==> run_1/met3.png <==
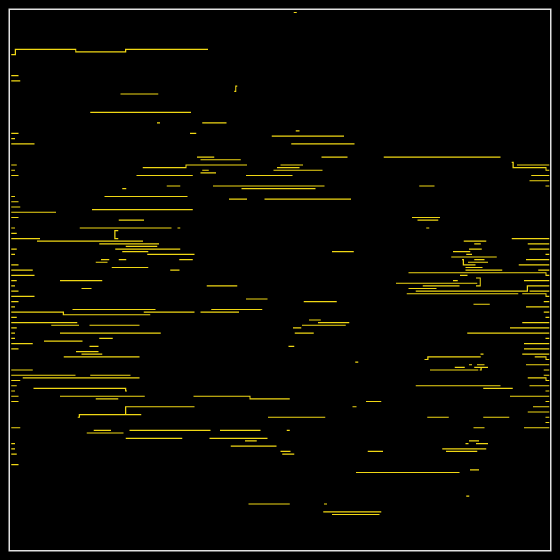
==> run_1/registers.png <==
Bar = 50 um. Other sequential cells in the stronger grey, the rest of the logic in the fainter grey.
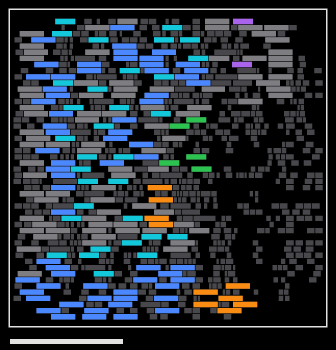
==> run_1/final_congestion.png <==
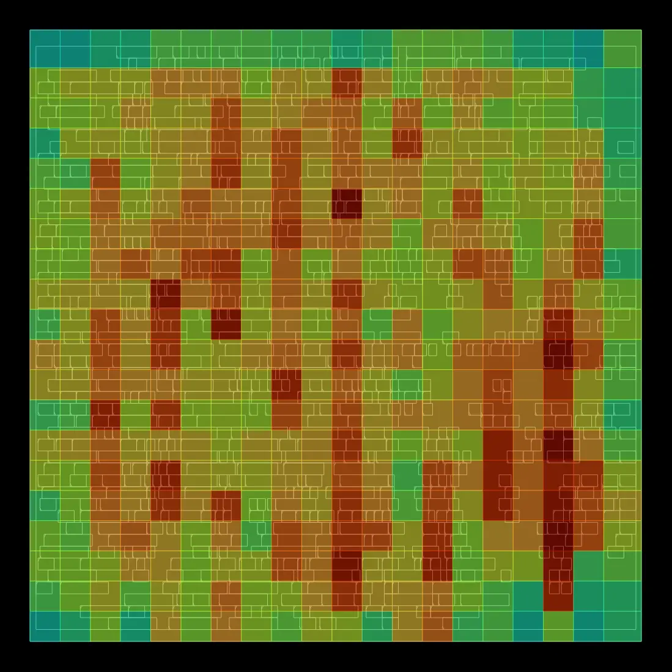
Design regfile_wb_arbiter, sky130hd; sources not shown.
==> impl_metrics.ini, run 1 <==
; synthesis and place-and-route metrics
[outcome]
outcome = finished, final reports clean

[route]
antenna_left = 0
drtPass1Iterations = 5

[critical_path]
endpoint_kind = primary output
worstSetupPathType = flop to primary output

[yosys]
yosys_area_um2 = 9483
edf_count = 148
ys_sh_adder_pct = 0.2639
synth_flops = 195
ys_sh_mux_pct = 8.180
post-synth-top-area-fraction_pct = 46.87
netlist_instances = 745

[place]
finalWeightedCongestion = 0.9562

[global_routing]
grtUsageTotal_pct = 27.07
grt_max_degree = 79
grt_pass1_wl_mm = 39.79

[clock_network]
ctsHoldBuffers = 0

[final_layout]
drive_gt1_share_pct = 8.666

[final_timing]
tns_ns = 0
min_period_ns = 4.904

[min_path]
hp-class = flop to flop
whs_path_depth = 1

[job]
stage_log_warnings = 26

[floorplanning]
fp_util_pct = 51.90

[power]
peakVddDrop_mv = 0.3829
## Picture notes: met3.png
- nets with wire on the layer: 172
- main direction: horizontal
- longest straight run: 35.4 um
final wirelength: 26.15 mm
met3 track demand over resource: 4.577%

## Picture notes: registers.png
- orange: `b_reg_mem` (flops 10)
- cyan: `writeData` (flops 32)
- blue: `b_data_mem` (flops 64)
- purple: `a_wr` (flops 2)
- green: `writeRegister` (flops 5; where centre)
- not coloured: 82
sequential cell area share: 47.95%
power in sequential cells: 0.00262 W
Final Util: 64.26%
Flop area: 5629 um2

## Picture notes: final_congestion.png
GRT met1 Usage: 34.71%
GRT met2 Usage: 46.39%

[run 1: metrics by stage]
stage,hold slack [ns],utilization [%],cell area [um2],worst slack (ns),instances
floorplan,0.4367,-,9483,2.275,745
global placement,0.4803,60.37,11030,1.445,1069
detailed placement,0.4750,60.82,11110,1.312,1072
CTS,0.4968,64.00,11690,0.8315,1104
global route,0.5254,64.26,11740,0.6366,1106
finish,0.4929,64.26,11740,0.7758,1106
[run 1: power by group]
group          internal, W  switching, W
Clock             0.000629      0.000544
Combinational      0.00174       0.00226
Sequential         0.00213      0.000495
Total              0.00450       0.00330
[run 1: placed cells by master (no fill, tap or decap), types with 5 or more instances in the layout]
cell type	n
a221o_1	26
nand2_1	8
inv_1	8
dfrtp_1	44
nor2_1	10
xnor2_1	7
a31oi_1	7
a21boi_0	5
nor3b_1	9
nor3_1	76
nor2b_1	9
clkdlybuf4s50_1	149
nand2b_1	6
buf_4	5
or3b_2	7
a211o_1	32
clkbuf_16	17
mux2i_1	73
a22oi_1	8
inv_6	6
a21oi_1	14
nand3_1	40
o22ai_1	26
a211oi_1	6
o21ai_0	32
edfxtp_1	148
nand3b_1	12
[run 1: metal layers]
metal | part of all wire, % | wire length (um)
met4 | 2.0 | 522
met2 | 50 | 13140
met3 | 6.7 | 1765
met5 | 0 | 0
met1 | 41 | 10730
[run 1: worst max-delay path, stage by stage (launching register included)]
cell and delay [ns]:
dfrtp_4 1.10, ha_1 0.30, xnor3_1 0.37, a21oi_1 0.70, a221o_1 0.29, clkdlybuf4s50_1 0.51
[run 1: area by class of cell]
type	count	area, um2	area share (%)
clock buffer	18	439.2	3.741
multi-input combinational	480	3543	30.18
clock inverter	14	141.4	1.204
tap	229	286.5	2.441
sequential	195	5629	47.95
timing repair buffer	159	1659	14.13
inverter	11	41.29	0.3517
==> run 2, diff against run 1 <==
CORE_MARGIN = 2   (was unset)
==> run_2/met2.png <==
Bar = 50 um.
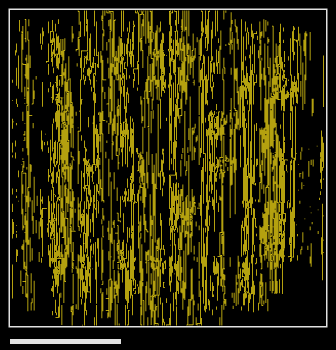
- main direction: vertical
- wire length on this layer: 13,200 um
- longest straight run: 76.5 um
- nets with wire on the layer: 833
GRT met2 Usage: 45.15%
final wirelength: 26.56 mm

==> run_2/gate_families.png <==
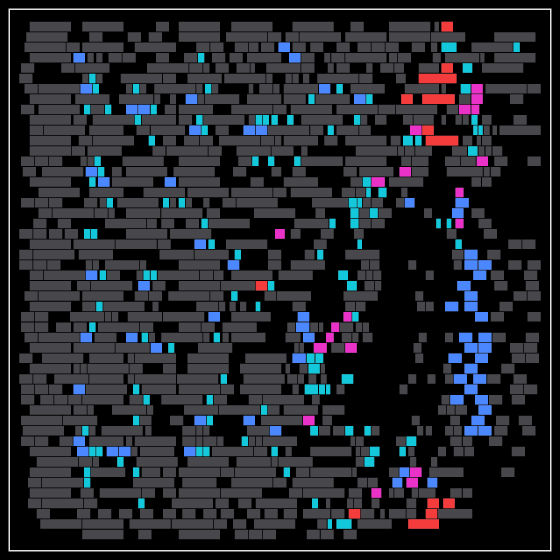
- red: XOR/XNOR gates (cells 13)
- blue: AND-OR and OR-AND gates (cells 67; where spread over the die)
- cyan: NOR gates (cells 110)
- magenta: AND and OR gates (cells 20)
Comb/total area: 30.22%
most frequent logic cell in the layout: clkdlybuf4s50_1
Finished Layout Cells: 1,114

==> impl_metrics.ini, run 2 <==
; synthesis and place-and-route metrics
[yosys]
edf_count = 148
netlist_instances = 745

[power]
p_sw_share_pct = 43.01
pwr-share-seq_pct = 33.3
p_comb_share_pct = 50.8
intPower_w = 0.004424
p_clk_share_pct = 15.9
netSwitchingPower_w = 0.003338

[place]
dpl-instance-area_um2 = 11090
post-place-ws_ns = 1.323
dp_cells = 1081

[final_layout]
mostFrequentLayoutCells = clkdlybuf4s50_1, edfxtp_1, nor3_1
design_area_um2 = 11720
drive_gt1_share_pct = 8.977

[floorplanning]
fp_util_pct = 50.87

[global_routing]
grtUsageTotal_pct = 26.68
grt_pass1_wl_mm = 40.45
grt_max_degree = 79

[min_path]
hp-class = flop to flop

[route]
antenna_left = 0

[critical_path]
crit_chain = ha_1 > xnor3_1 > a21oi_1 > a221o_1 > clkdlybuf4s50_1
endpoint_kind = primary output
cp_slowest_cell = dfrtp_4

[final_timing]
tns_ns = 0
setup_slack_ns = 0.8085

[job]
stage_log_warnings = 26

[outcome]
outcome = finished, final reports clean
==> run_2/final_congestion.png <==
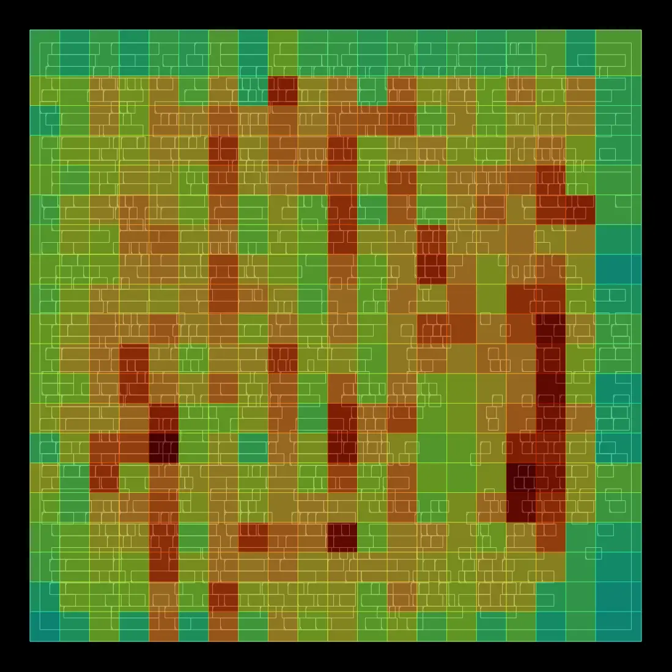
Final Util: 62.89%
layer carrying the most global-route usage: met2

run 2: cell counts after synthesis:
No cell type changed its count.
run 2: worst max-delay path, delay by kind of cell (launching register included):
kind            cells  cell delay, ns
fa+ha+maj           1            0.30
compound gates      2            0.96
buf+inv             1            0.50
xor+xnor            1            0.37
flops               1            1.11
run 2: logic make-up (layout without fill, tap and decap cells):
kind of cell               count (synthesis)  in the layout  share of synthesized area (%)
xor gates and xnor gates                  13             13                          1.860
DFF                                      195            195                          59.27
muxes                                     77             77                          8.180
buffers and inverters                     70            205                          3.576
AOI/OAI and AO/OA                        189            189                          15.07
adders and majority gates                  2              2                         0.2638
and+or+nand+nor                          199            199                          11.78
run 2: metal layers:
| metal | vias to the layer above | wire length (um) | global-route usage, % |
|---|---|---|---|
| li1 | 3211 | - | - |
| met1 | 3551 | 11140 | 34.03 |
| met2 | 300 | 13150 | 45.15 |
| met3 | 48 | 1575 | 5.501 |
| met4 | 0 | 700 | 10.16 |
| met5 | - | 0 | 0 |
run 2: power by group through the flow:
stage / Combinational, W / Sequential (W) / Clock (W)
after global placement: 0.00380 / 0.00258 / 0
after detailed placement: 0.00390 / 0.00260 / 0
final: 0.00395 / 0.00258 / 0.00123
after global routing: 0.00428 / 0.00263 / 0.00130
after floorplan: 0.00277 / 0.00234 / 0
after CTS: 0.00393 / 0.00257 / 0.00125
run 2: area by class of cell:
type,count,area share [%]
well taps,234,2.497
multi-input cells,480,30.22
repair buffers,162,13.66
clock buffers,18,3.746
clock inverters,14,1.526
inverters,11,0.3522
flip-flops and latches,195,47.99
Power and IR drop assume default switching activity.
